--- config.mk ---
export PLATFORM = sky130hd
export DESIGN_NAME = seg_scan4
export DESIGN_NICKNAME = d
export VERILOG_FILES = /design/src/rtl/seg_scan4.sv
export SDC_FILE = /design/constraint.sdc
export NUM_CORES = 1
export LEC_CHECK = 0
export CORE_MARGIN = 2
export CORE_UTILIZATION = 55
export CTS_CLUSTER_DIAMETER = 50
export CTS_CLUSTER_SIZE = 10
export DETAILED_ROUTE_END_ITERATION = 8
export PLACE_DENSITY = 0.77
export SKIP_LAST_GASP = 1
export SLEW_MARGIN = 40
export SYNTH_ARGS = -nofsm -noshare
export SYNTH_HDL_FRONTEND = slang
export SYNTH_SLANG_ARGS = --single-unit
--- constraint.sdc ---
create_clock -name clk -period 2.4 [get_ports clk]
set_input_delay 0.36 -clock clk [delete_from_list [all_inputs] [get_ports clk]]
set_output_delay 0.36 -clock clk [all_outputs]
set_load 0.01 [all_outputs]
--- src/rtl/seg_scan4.sv ---
// Four-digit multiplexed seven-segment scan driver.
// Keeps the last four distinct counter values and shows the newest on digit 0.
module seg_scan4 #(
    parameter int SCAN_DIV = 4
) (
    input  logic       clk,
    input  logic       rst,
    input  logic [3:0] din,
    input  logic       hold,
    output logic [6:0] seg,
    output logic [3:0] dig,
    output logic       upd
);

    localparam int PW = (SCAN_DIV > 2) ? $clog2(SCAN_DIV) : 1;

    logic [3:0]    din_q;
    logic          armed;
    logic [3:0]    h [4];
    logic [3:0]    v;
    logic [PW-1:0] pcnt;
    logic [1:0]    sel;

    logic          cap;
    logic          tick;
    logic [6:0]    seg_nxt;

    function automatic logic [6:0] hex7(input logic [3:0] x);
        case (x)
            4'h0: hex7 = 7'h3F;
            4'h1: hex7 = 7'h06;
            4'h2: hex7 = 7'h5B;
            4'h3: hex7 = 7'h4F;
            4'h4: hex7 = 7'h66;
            4'h5: hex7 = 7'h6D;
            4'h6: hex7 = 7'h7D;
            4'h7: hex7 = 7'h07;
            4'h8: hex7 = 7'h7F;
            4'h9: hex7 = 7'h6F;
            4'hA: hex7 = 7'h77;
            4'hB: hex7 = 7'h7C;
            4'hC: hex7 = 7'h39;
            4'hD: hex7 = 7'h5E;
            4'hE: hex7 = 7'h79;
            default: hex7 = 7'h71;
        endcase
    endfunction

    // NOTE: every variable driven here gets a value on every path, so no latch is inferred.
    always_comb begin
        cap     = 1'b0;
        tick    = 1'b0;
        seg_nxt = 7'h00;
        cap     = (!armed || (din != din_q)) && !hold;
        tick    = (pcnt == PW'(SCAN_DIV - 1));
        if (v[sel]) seg_nxt = hex7(h[sel]);
    end

    // NOTE: state uses non-blocking assignments so every register sees pre-edge values.
    always_ff @(posedge clk or negedge rst) begin
        if (!rst) begin
            din_q <= 4'h0;
            armed <= 1'b0;
            v     <= 4'b0000;
            upd   <= 1'b0;
        end else begin
            din_q <= din;
            armed <= 1'b1;
            upd   <= cap;
            if (cap) v <= {v[2:0], 1'b1};
        end
    end

    // NOTE: the history array is reset explicitly so the blank/valid logic never sees X.
    always_ff @(posedge clk or negedge rst) begin
        if (!rst) begin
            for (int i = 0; i < 4; i++) h[i] <= 4'h0;
        end else if (cap) begin
            h[3] <= h[2];
            h[2] <= h[1];
            h[1] <= h[0];
            h[0] <= din;
        end
    end

    // Prescaler, scan index and registered display outputs share one slot timing.
    always_ff @(posedge clk or negedge rst) begin
        if (!rst) begin
            pcnt <= '0;
            sel  <= 2'd0;
            seg  <= 7'h00;
            dig  <= 4'b1111;
        end else begin
            pcnt <= tick ? '0 : pcnt + PW'(1);
            if (tick) sel <= sel + 2'd1;
            dig  <= ~(4'b0001 << sel);
            seg  <= seg_nxt;
        end
    end

endmodule
==> run_1/layer_met3.png <==
Scale: 8 px per um. Cells faint in the background.
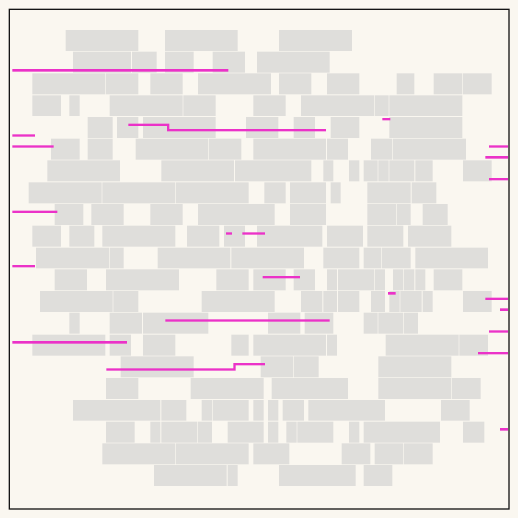
longest straight run: 26.7 um
share of all routed wire: 5.0%
wire length on this layer: 146 um
nets with wire on the layer: 17
Global Route met3 Usage: 5.797%
wirelength, routed: 2.933 mm
number of vias in the routed layout: 1,066

==> run_1/cell_density.png <==
Scale: 6 px per um. 6 x 6 tiles, from white (low) to dark blue (high), 0 to 100% covered.
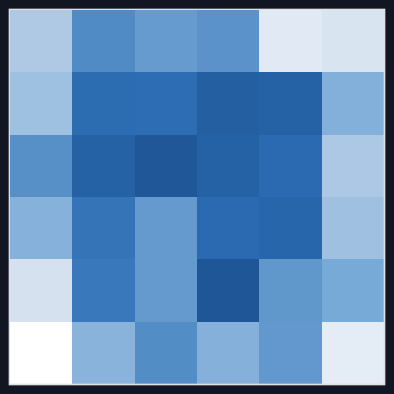
mean over tiles: 55%
emptiest ninth of the die: bottom left
tiles over 75% full: 31%
nearly empty tiles: 2.8%
densest ninth of the die: middle
fullest tile: 85%

==> run_1/layer_met1.png <==
Scale: 4 px per um. Supply wires on this layer in gray.
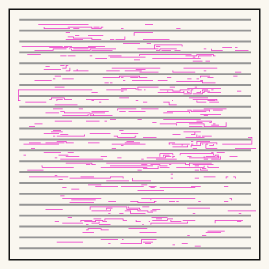
main direction: horizontal
wire length on this layer: 1,230 um
share of all routed wire: 42%
nets with wire on the layer: 154
longest straight run: 19.8 um
GR Util met1: 21.17%

==> run_1/clocks.png <==
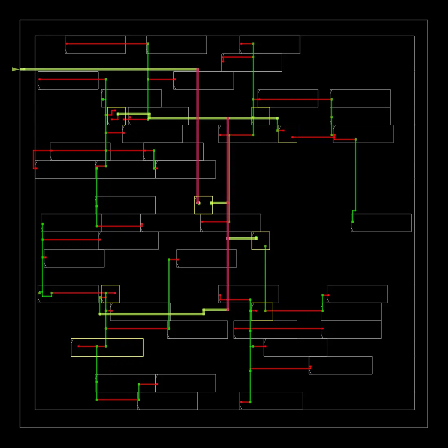
flop count: 41
clock network power: 455 uW

==> run 1: synth_stat cells, drive strengths merged <==
cell,instances
inv,11
clkbuf,1
a211oi,2
a21oi,1
conb,1
mux2i,4
nor2b,3
o31a,1
dfstp,4
xnor2,1
o21a,1
ha,11
buf,5
mux4,4
xor2,4
a31o,1
o21ai,3
nor3,5
mux2,21
and2b,1
dfrtp,37
nand2,5
a221oi,2
nor2,5
a211o,1
nand2b,1
==> run 1: state kept, by name, indices dropped and copies added (netlist names) <==
signal / count
seg: 7
din_q: 4
armed: 1
sel: 2
upd: 1
dig: 4
h: 16
v: 4
pcnt: 2
==> run 1: metal layers <==
metal	share of wire, %	vias up	GRT usage, %
met3	5.0	8	5.797
met4	2.4	0	7.500
met1	42	518	21.17
met5	0	-	0
li1	-	516	-
met2	51	24	28.67
==> flow_summary.toml, run 1 <==
# synthesis and place-and-route metrics
[yosys]
post_synth_inst_count = 136
adder_share_pct = 7.368
synthMuxAreaShare_pct = 20.23
synth_area_leader_cell = "sky130_fd_sc_hd__dfrtp_1"
ys_sh_simple_pct = 5.157
synth.yosys.num_cells = 136
yosys_register_bits = 41
synth_xor_xnor_area_share_pct = 2.344
yosys-dominant-comb-family = "multiplexers"

[power_and_ir_drop]
p_leak_uw = 0.0009441
power_top_consumer = "sequential cells"
ir_worst_vdd_mv = 0.4353
p_sw_uw = 402.1
seq_power_uw = 819

[setup_path]
worstSetupPathType = "reg -> reg"
critPathLaunch = "sel[0]$_DFFE_PN0P_"
critical_path_required_ns = 2.65
worstSetupPathDepth = 5
crit_path_end = "seg[0]$_DFF_PN0_"
critical_path.reg2reg.endpoint = "seg[0]$_DFF_PN0_"
rr_worst_depth = 5
cp_max_fo = 6
reg2reg_from = "sel[0]$_DFFE_PN0P_"
slowest_delay_ns = 0.69
data_arrival_time_at_the_worst_slack_endpoint_ns = 2.28

[timing]
setup_ws_ns = 0.3703
final_max_slew_viol_count = 0
fin_setup_tns_ns = 0
final_period_minus_worst_setup_slack_ns = 2.030
report.final.hold_viol_count = 0
fin_worst_hold_slack_ns = 0.4368
max_freq_mhz = 492.7
final-setup-viol-count = 0

[finish]
num-nonclk-inverters = 11
seq_area_um2 = 1031
layout.nonclk_buf_share_pct = 10.48
fillers = 265
multi_input_comb_area_um2 = 752.0
seq-cell-share_pct = 46.95
flow.area_growth_from_synthesis_pct = 17.55
final_core_utilization_pct = 66.33
insertedDiodeCount = 0
dominant-cell-class = "flip-flops and latches"
stdcell_count = 207
buffers = 23
comb_share_pct = 34.24

[clock_network]
cts.clk_slew.worst_paths_ns = 0.13
clock_latency_ns = 0.36
cts_root_buf = "sky130_fd_sc_hd__clkbuf_4"
tritoncts_num_sinks = 41
max-clock-path-buffers = 2
ctsResizeCount = 0
quantity_of_hold_fixing_buffers_added_after_cts = 0
post-cts-setup-buffer-count = 0
cts-htree-levels = 2

[outcome]
run_status = "complete, no violations"

[flow_run]
warning_count = 34

[global_routing]
initial_antenna_violation_count = 0
first_global_vias = 1120

[floorplan]
placementRows = 21
floorplan.die.height_um = 62.28
boundaryPins = 19
initial_core_util_pct = 56.42
tapcell.inserted = 46
total_die_size_um2 = 3879

[route]
post_drt_via_cell_ratio = 5.150
post_drt_wl_per_cell_um = 14.17
drt_pre_antenna_iters = 4

[place]
place.detailed.hpwl_mm = 2.079
gp_congestion = 0.8716
post-place-ws_ns = 0.2944

[worst_hold_path]
hold_depth = 1
==> run_1/clk_routes.png <==
Scale: 6 px per um.
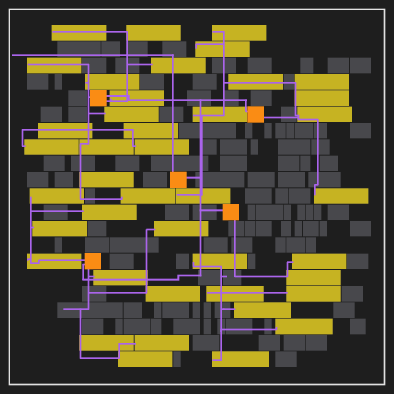

==> run 2, diff against run 1 <==
Clock period 2.4 ns to 1.9 ns, I/O delays scaled along.
==> run_2/clk_routes.png <==
Scale: 6 px per um.
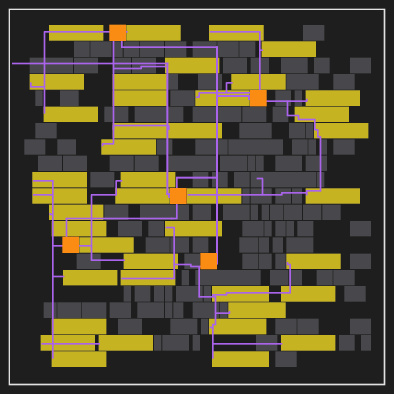
legend:
  flip-flops:
    color: yellow
    count: 41
  clock wires:
    color: purple
    length: 464 um
  clock drivers:
    color: orange
    count: 5
routed clock nets: 6

==> run 2 against run 1 <==
  * Register-to-register slack got worse by 0.36 ns
  * Synthesized cell count did not move
  * Cell count increased by 8.2%
  * Core utilization is 5.0 points higher
  * Sequential share of layout area is 3.2 points lower
  * Maximum frequency up 7.4%
  * Global-route usage is 0.79 points higher
  * Via count grew 5.4%
==> flow_summary.toml, run 2 <==
# synthesis and place-and-route metrics
[setup_path]
critical_path_required_ns = 2.15
crit_path_end = "seg[0]$_DFF_PN0_"
critical_path.reg2reg.endpoint = "seg[0]$_DFF_PN0_"
critPathLaunch = "sel[0]$_DFFE_PN0P_"
rr_worst_depth = 6
reg2reg_from = "sel[0]$_DFFE_PN0P_"
slowest_delay_ns = 0.54
worstSetupPathType = "reg -> reg"
cp_max_fo = 5
data_arrival_time_at_the_worst_slack_endpoint_ns = 2.14
worstSetupPathDepth = 6

[yosys]
synthMuxAreaShare_pct = 20.23
ys_sh_simple_pct = 5.157
edff_count_synth = 0
yosys_register_bits = 41
dominantRegCellSynth = "sky130_fd_sc_hd__dfrtp_1"
netlist_top_cells_count = "sky130_fd_sc_hd__dfrtp_1 (37), sky130_fd_sc_hd__mux2_2 (20), sky130_fd_sc_hd__ha_1 (11), sky130_fd_sc_hd__inv_1 (11)"
adder_share_pct = 7.368
synth_xor_xnor_area_share_pct = 2.344
synth_area_leader_cell = "sky130_fd_sc_hd__dfrtp_1"
synth.most_common_cell = "sky130_fd_sc_hd__dfrtp_1"
synthArstFlopShare_pct = 100.0
synth.yosys.num_cells = 136
yosys-dominant-comb-family = "multiplexers"
post_synthesis_mean_instance_area_um2 = 13.74

[clock_network]
cts-htree-levels = 2
quantity_of_hold_fixing_buffers_added_after_cts = 1
post-cts-setup-buffer-count = 0
cts.clk_slew.worst_paths_ns = 0.11
tritoncts_num_sinks = 41
ctsResizeCount = 1
clock_latency_ns = 0.36
cts_root_buf = "sky130_fd_sc_hd__clkbuf_4"

[outcome]
run_status = "complete, no violations"

[finish]
largestRegisters = "h (16), seg (7)"
seq_area_um2 = 1032
fillers = 253
share_of_final_layout_standard_cells_stronger_than_drive_strength_1_pct = 38.20
stdcell_count = 224
stdcell_area_um2 = 2361
largest_reg_by_ff_count = "h"

[route]
drt_pre_antenna_iters = 4
post_drt_via_cell_ratio = 5.018

[global_routing]
initial_antenna_violation_count = 0
first_global_vias = 1226

[floorplan]
initial_core_util_pct = 56.42
total_die_size_um2 = 3879
floorplan.die.height_um = 62.28
placementRows = 21

[place]
place.detailed.hpwl_mm = 2.179
gp_congestion = 0.8908
post-place-ws_ns = -0.1118

[timing]
fin_worst_hold_slack_ns = 0.4303
fin_setup_tns_ns = 0
final_period_minus_worst_setup_slack_ns = 1.890
final_max_slew_viol_count = 0
max_freq_mhz = 529.1
final-setup-viol-count = 0
setup_ws_ns = 0.009989
report.final.hold_viol_count = 0

[worst_hold_path]
hold_depth = 1

[flow_run]
warning_count = 35

[power_and_ir_drop]
p_leak_uw = 0.001033
ir_worst_vdd_mv = 0.5414
==> run_2/layer_met3.png <==
Scale: 8 px per um. Cells faint in the background.
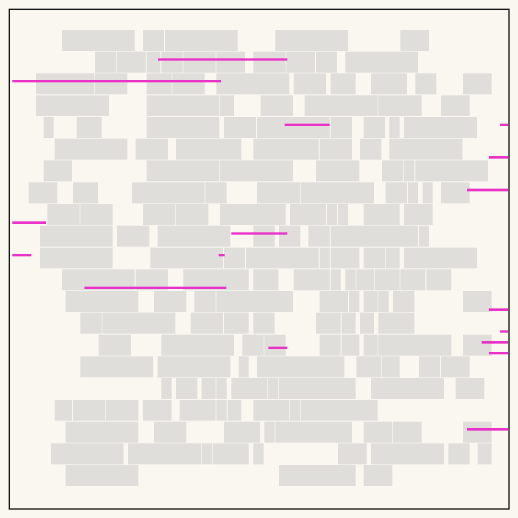
share of all routed wire: 3.2%
longest straight run: 25.8 um
number of vias in the routed layout: 1,124
Global Route met3 Usage: 4.891%
wirelength, routed: 3.096 mm

-- run 2: cell counts after synthesis --
No cell type changed its count.
-- run 2: power by group --
| group | switching [uW] | leakage [uW] | internal (uW) |
|---|---|---|---|
| Sequential | 54.2 | 0.000459 | 979 |
| Combinational | 171 | 0.000519 | 243 |
| Clock | 279 | 0.0000552 | 407 |
-- run 2: final cells by class --
class / instances / area share, %
clock buffers: 5 / 1.590
inverters: 11 / 1.749
clock inverters: 3 / 2.756
multi-input cells: 78 / 32.54
well taps: 46 / 2.438
repair buffers: 40 / 15.21
flip-flops and latches: 41 / 43.72
-- run 2: per-layer routing --
metal / up-vias / global-route usage [%] / part of all wire, %
met1: 554 / 22.37 / 44
met5: - / 0 / 0
met3: 6 / 4.891 / 3.2
li1: 547 / - / -
met4: 0 / 8.333 / 1.8
met2: 17 / 30.30 / 51
==> run 3, diff against run 2 <==
==> constraint.sdc (replaced) <==
create_clock -name clk -period 1.9 [get_ports clk]
set_input_delay 0.285 -clock clk [delete_from_list [all_inputs] [get_ports clk]]
set_output_delay 0.285 -clock clk [all_outputs]
set_load 0.005 [all_outputs]
==> run_3/cell_density.png <==
Scale: 6 px per um. 6 x 6 tiles, from white (low) to dark blue (high), 0 to 100% covered.
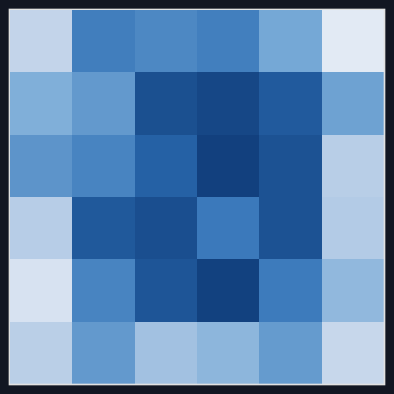
mean over tiles: 59%
emptiest ninth of the die: bottom left
tiles over 75% full: 31%
fullest tile: 94%

==> run 3 against run 2 <==
  * Core utilization is the same
  * Cell count is the same
  * Combinational power shrank 3%
  * Critical path type unchanged
  * Sequential cell count is the same
  * Largest cell class unchanged
  * Sequential share of layout area is the same
  * Global-route usage is the same
==> flow_summary.toml, run 3 <==
# synthesis and place-and-route metrics
[outcome]
run_status = "complete, no violations"

[setup_path]
rr_worst_depth = 6
data_arrival_time_at_the_worst_slack_endpoint_ns = 2.14
worstSetupPathType = "reg -> reg"
crit_path_end = "seg[0]$_DFF_PN0_"
reg2reg_from = "sel[0]$_DFFE_PN0P_"
worstSetupPathDepth = 6
critical_path_required_ns = 2.15
critPathLaunch = "sel[0]$_DFFE_PN0P_"
cpMaxStageDelayCell = "sky130_fd_sc_hd__mux4_2"
cp_max_fo = 5

[global_routing]
initial_antenna_violation_count = 0
first_global_vias = 1226
global_route.usage.met3_pct = 4.891
grt_busiest_layer = "met2"
groute.layer.met2.usage_pct = 30.30

[worst_hold_path]
hold_start = "pcnt[0]$_DFF_PN0_"
hold_depth = 1

[timing]
final_max_slew_viol_count = 0
final-setup-viol-count = 0
report.final.hold_viol_count = 0
setup_ws_ns = 0.009989
fin_setup_tns_ns = 0
max_freq_mhz = 529.1
final_period_minus_worst_setup_slack_ns = 1.890

[finish]
stdcell_area_um2 = 2361
final_common_cell = "sky130_fd_sc_hd__dfrtp_1"
comb_share_pct = 32.54
num-nonclk-inverters = 11
insertedDiodeCount = 0
largestRegisters = "h (16), seg (7)"
buffers = 40
stdcell_count = 224
layout.sequential_cells = 41
share_of_final_layout_standard_cells_stronger_than_drive_strength_1_pct = 38.20
seq-cell-share_pct = 43.72
nMultiInputCombCells = 78
multi_input_comb_area_um2 = 768.2
largest_register_ffs = 16
layout.nonclk_buf_share_pct = 15.21
clk_share_pct = 4.346
dominant-cell-class = "flip-flops and latches"
seq_area_um2 = 1032
clock_buffer_count_in_the_final_layout = 5

[yosys]
netlist_top_cells_count = "sky130_fd_sc_hd__dfrtp_1 (37), sky130_fd_sc_hd__mux2_2 (20), sky130_fd_sc_hd__ha_1 (11), sky130_fd_sc_hd__inv_1 (11)"
post_synthesis_mean_instance_area_um2 = 13.74
synth.most_common_cell = "sky130_fd_sc_hd__dfrtp_1"
post_synth_inst_count = 136
synthArstFlopShare_pct = 100.0
dominantRegCellSynth = "sky130_fd_sc_hd__dfrtp_1"
synth.yosys.num_cells = 136
edff_count_synth = 0

[power_and_ir_drop]
p_sw_uw = 492.3
power_clock_uw = 686
p_leak_uw = 0.001033
power_top_consumer = "sequential cells"
cell_internal_pwr_uw = 1629
power.share.switching_pct = 23.21
share_clk_of_total_power_pct = 32.4
seq_power_share_pct = 48.7
comb_power_uw = 401
seq_power_uw = 1030

[floorplan]
initial_core_util_pct = 56.42
tapcell.inserted = 46
boundaryPins = 19
total_die_size_um2 = 3879
fp.coreArea_um2 = 3311
placementRows = 21
floorplan.die.height_um = 62.28

[route]
drt_pre_antenna_iters = 4
wl_met3_um = 99
dr_iter_0_viols = 53
route.vias.total = 1124
top_metal_used = "met4"
wl_met2_mm = 1.581
post_drt_via_cell_ratio = 5.018
post_route_met1_wirelength_mm = 1.358
wl_mm = 3.096
post_drt_wl_per_cell_um = 13.82

[clock_network]
clock_latency_ns = 0.36
cts-htree-levels = 2
cts_root_buf = "sky130_fd_sc_hd__clkbuf_4"
tritoncts_num_sinks = 41
cts.clk_slew.worst_paths_ns = 0.11
max-clock-path-buffers = 2

[place]
post-place-ws_ns = -0.1118
gp_congestion = 0.8908
place.detailed.hpwl_mm = 2.179

[flow_run]
warning_count = 35
==> run_3/layer_met1.png <==
Scale: 4 px per um. Supply wires on this layer in gray.
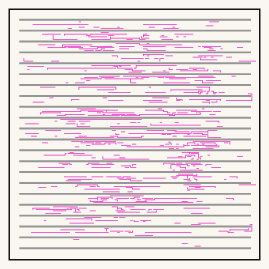
GR Util met1: 22.37%

## run 3: cell counts after synthesis
No cell type changed its count.
## run 3: kinds of logic (layout without fill, tap and decap cells)
group	after synthesis	in the layout	synth area share, %
other cells	1	1	0.2007
mux	29	29	20.23
buf+inv	17	59	4.555
fa+ha+maj	11	11	7.368
simple gates	20	20	5.158
xor+xnor	5	5	2.344
compound gates	12	12	4.956
flops	41	41	55.19
## run 3: what timing repair did
| item | in CTS | in global routing |
|---|---|---|
| hold endpoints to repair | 37 | 0 |
| pin swaps | 0 | 0 |
| endpoints found under the setup margin | 6 | 6 |
| gates resized | 1 | 7 |
| hold buffers | 1 | 0 |
| setup buffers | 0 | 3 |
Power is estimated from default activity; no workload was simulated.
